### src/rtl/btn_event_pkg.sv
// Shared state encoding and default timing parameters for the button event decoder.
package btn_event_pkg;

    typedef enum logic [2:0] {
        IDLE           = 3'd0,
        PRESSED        = 3'd1,
        LONG_HELD      = 3'd2,
        WAIT_GAP       = 3'd3,
        SECOND_PRESSED = 3'd4
    } state_e;

    localparam int DEFAULT_LONG_CNT   = 8;
    localparam int DEFAULT_DCLICK_WIN = 4;

endpackage

### src/rtl/btn_event_decoder_edge_detect.sv
// Registers the debounced button level and flags its rising and falling edges.
module edge_detect (
    input  logic clk,
    input  logic rst_n,
    input  logic btn,
    output logic btn_q,
    output logic rise,
    output logic fall
);

    logic btn_d;

    always_comb begin
        btn_d = btn;
    end

    always_ff @(posedge clk or negedge rst_n) begin
        if (!rst_n) begin
            btn_q <= 1'b0;
        end else begin
            btn_q <= btn_d;
        end
    end

    assign rise = btn & ~btn_q;
    assign fall = ~btn & btn_q;

endmodule

### src/rtl/btn_event_decoder.sv
// Turns a clean button level into press/release/long-press/double-click pulses and a press count.
module btn_event_decoder
    import btn_event_pkg::*;
#(
    parameter int LONG_CNT   = DEFAULT_LONG_CNT,
    parameter int DCLICK_WIN = DEFAULT_DCLICK_WIN,
    parameter int CNT_W      = 4,
    parameter int PCNT_W     = 8
) (
    input  logic              clk,
    input  logic              rst_n,
    input  logic              btn,
    output logic              press_pulse,
    output logic              release_pulse,
    output logic              long_press,
    output logic              double_click,
    output logic              held,
    output logic [PCNT_W-1:0] press_count
);

    logic btn_q;
    logic rise;
    logic fall;

    edge_detect u_edge_detect (
        .clk   (clk),
        .rst_n (rst_n),
        .btn   (btn),
        .btn_q (btn_q),
        .rise  (rise),
        .fall  (fall)
    );

    state_e             state_q, state_d;
    logic [CNT_W-1:0]   hold_cnt_q, hold_cnt_d;
    logic [CNT_W-1:0]   gap_cnt_q, gap_cnt_d;
    logic [PCNT_W-1:0]  press_count_q, press_count_d;
    logic               press_pulse_q, press_pulse_d;
    logic               release_pulse_q, release_pulse_d;
    logic               long_press_q, long_press_d;
    logic               double_click_q, double_click_d;

    always_comb begin
        state_d         = state_q;
        hold_cnt_d      = hold_cnt_q;
        gap_cnt_d       = gap_cnt_q;
        press_pulse_d   = 1'b0;
        release_pulse_d = 1'b0;
        long_press_d    = 1'b0;
        double_click_d  = 1'b0;

        case (state_q)
            IDLE: begin
                if (rise) begin
                    press_pulse_d = 1'b1;
                    hold_cnt_d    = '0;
                    state_d       = PRESSED;
                end
            end
            PRESSED, SECOND_PRESSED: begin
                if (fall) begin
                    release_pulse_d = 1'b1;
                    // Only a first short press opens the double-click window.
                    if (state_q == PRESSED) begin
                        gap_cnt_d = '0;
                        state_d   = WAIT_GAP;
                    end else begin
                        state_d = IDLE;
                    end
                end else if (hold_cnt_q == CNT_W'(LONG_CNT - 1)) begin
                    long_press_d = 1'b1;
                    state_d      = LONG_HELD;
                end else begin
                    hold_cnt_d = hold_cnt_q + CNT_W'(1);
                end
            end
            LONG_HELD: begin
                if (fall) begin
                    release_pulse_d = 1'b1;
                    state_d         = IDLE;
                end
            end
            WAIT_GAP: begin
                if (rise) begin
                    press_pulse_d  = 1'b1;
                    double_click_d = 1'b1;
                    hold_cnt_d     = '0;
                    state_d        = SECOND_PRESSED;
                end else if (gap_cnt_q == CNT_W'(DCLICK_WIN - 1)) begin
                    gap_cnt_d = CNT_W'(DCLICK_WIN);
                    state_d   = IDLE;
                end else begin
                    gap_cnt_d = gap_cnt_q + CNT_W'(1);
                end
            end
            default: begin
                state_d = IDLE;
            end
        endcase

        press_count_d = press_pulse_d ? press_count_q + PCNT_W'(1) : press_count_q;
    end

    always_ff @(posedge clk or negedge rst_n) begin
        if (!rst_n) begin
            state_q         <= IDLE;
            hold_cnt_q      <= '0;
            gap_cnt_q       <= '0;
            press_count_q   <= '0;
            press_pulse_q   <= 1'b0;
            release_pulse_q <= 1'b0;
            long_press_q    <= 1'b0;
            double_click_q  <= 1'b0;
        end else begin
            state_q         <= state_d;
            hold_cnt_q      <= hold_cnt_d;
            gap_cnt_q       <= gap_cnt_d;
            press_count_q   <= press_count_d;
            press_pulse_q   <= press_pulse_d;
            release_pulse_q <= release_pulse_d;
            long_press_q    <= long_press_d;
            double_click_q  <= double_click_d;
        end
    end

    assign press_pulse   = press_pulse_q;
    assign release_pulse = release_pulse_q;
    assign long_press    = long_press_q;
    assign double_click  = double_click_q;
    assign held          = btn_q;
    assign press_count   = press_count_q;

endmodule

### config.mk
export PLATFORM = sky130hd
export DESIGN_NAME = btn_event_decoder
export DESIGN_NICKNAME = d
export VERILOG_FILES = /design/src/rtl/btn_event_pkg.sv /design/src/rtl/btn_event_decoder_edge_detect.sv /design/src/rtl/btn_event_decoder.sv
export SDC_FILE = /design/constraint.sdc
export NUM_CORES = 1
export LEC_CHECK = 0
export ABC_AREA = 1
export CORE_MARGIN = 5
export CORE_UTILIZATION = 58
export DETAILED_ROUTE_END_ITERATION = 10
export PLACE_DENSITY_LB_ADDON = 0.3
export SYNTH_ARGS = -nofsm -noshare
export SYNTH_HDL_FRONTEND = slang
export SYNTH_SLANG_ARGS = --single-unit
### constraint.sdc
create_clock -name clk -period 2.5 [get_ports clk]
set_input_delay 0.5 -clock clk [delete_from_list [all_inputs] [get_ports clk]]
set_output_delay 0.5 -clock clk [all_outputs]
set_load 0.02 [all_outputs]
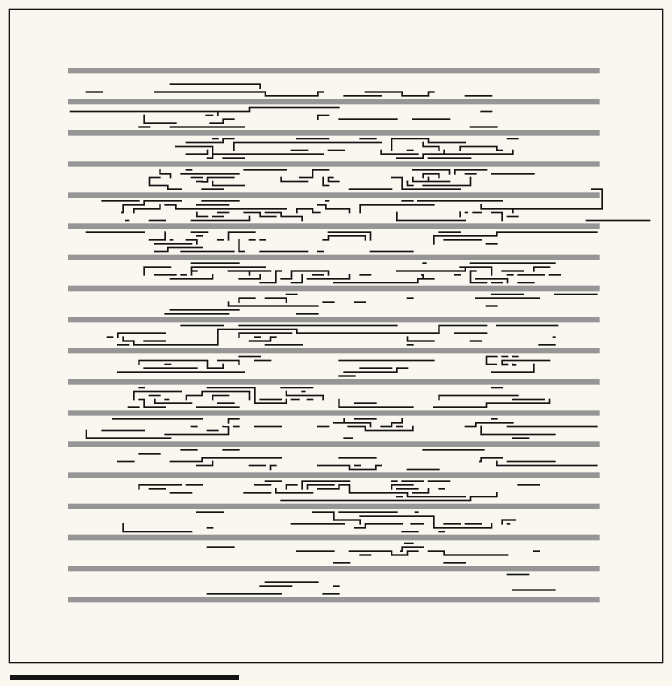
*The metal 1 layer*
The bar under the picture is 20 um long. Supply wires on this layer in grey.
The layer carries 1,040 um of wire. 153 nets have wire on it. The longest straight run is 16.6 um. The wires run mostly horizontal.

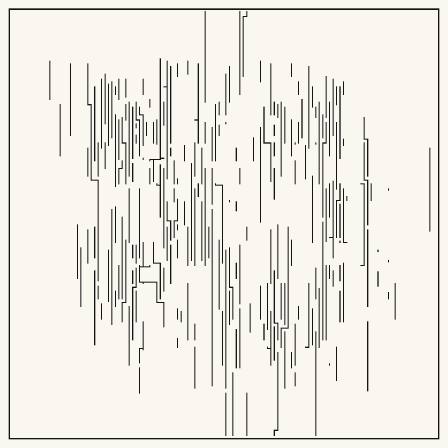
*Metal 2*
The wires run mostly vertical. The layer carries 1,250 um of wire. The layer holds 51% of the routed length.

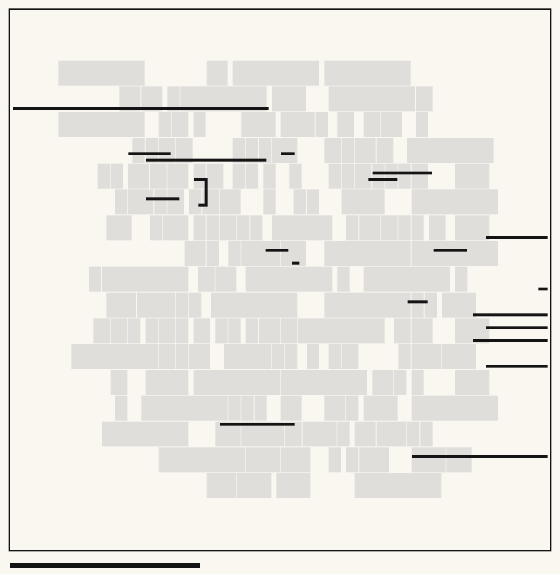
*M3 wires*
The bar under the picture is 20 um long.
The wires run mostly horizontal. The layer holds 5.1% of the routed length. The layer carries 124 um of wire. 16 nets have wire on it. The longest straight run is 26.7 um.

==> metrics by stage <==
step | cells | hold slack [ns] | area (um2) | util [%]
global route | 203 | 0.5189 | 1498 | 69.71
floorplan | 156 | 0.2044 | 1280 | -
global placement | 199 | 0.4791 | 1461 | 68.03
finish | 203 | 0.5105 | 1498 | 69.71
detailed placement | 199 | 0.4927 | 1461 | 68.03
CTS | 203 | 0.5121 | 1498 | 69.71
==> layer usage <==
layer,share of wire [%],track usage (%),wire length (um),vias up
met5,0,0,0,-
met4,1.7,7.285,43,0
met3,5.0,3.620,124,5
met2,51,30.34,1250,27
met1,42,21.13,1039,503
li1,-,-,-,535
==> impl_metrics.toml <==
# implementation run metrics
[yosys]
ys_seq_elements = 24
postSynthCellCount = 156
synthTopCellsByCount = "nand2_1, dfrtp_1, inv_1, nand3_1"
postSynth.asyncResetShare_pct = 100.0
mappedNetlistNets = 162
syn_avg_cell_area_um2 = 8.205
ys_sh_simple_pct = 32.94
ys_sh_aoi_pct = 7.234
xor_share_pct = 4.106
synth.area.top_cells = "dfrtp_1, nand2_1, nand3_1"

[finish]
nClkBuffers = 4
nets = 182
sh_comb_area_pct = 40.35
mostFrequentLayoutCell = "nand2_1"
largest_register_ff_count = 8
layout.sequential_cells = 24

[setup_path]
r2r_end = "state_q[2]$_DFFE_PN0P_"
r2r_cells = 8
worstPathMaxFanout = 4
cp_cell_sequence = "clkdlybuf4s50_1"
crit_required_ns = 2.00
critPathMaxStageDelay_ns = 0.63

[global_route]
gr-total-overflow = 0
grt_pass1_vias = 1060

[pwr]
irDropWorstVdd_v = 0.0006129
power.group.top = "combinational logic"

[clocking]
cts_buffers = 3
post_cts_buffers = 0
clock-sinks = 24
cts-root-buf = "clkbuf_4"
cts_resized = 0
clkLatencyLatePin_ns = 0.32

[placed_design]
dpl_worst_slack_ns = 0.6207
portBuffers = 15

[sta]
finalSetupViolCount = 0
finalSetupTns_ns = 0
layout_worst_path_cycle_share_pct = 75.20

[run_status]
run_status = "finished clean"

[worst_hold_path]
hp-class = "input port to asynchronous set/reset pin"

[floorplan]
taps = 28
die-area_um2 = 3246

[run]
drv_cap = 0

[detailed_routing]
drtIter0Drc = 26
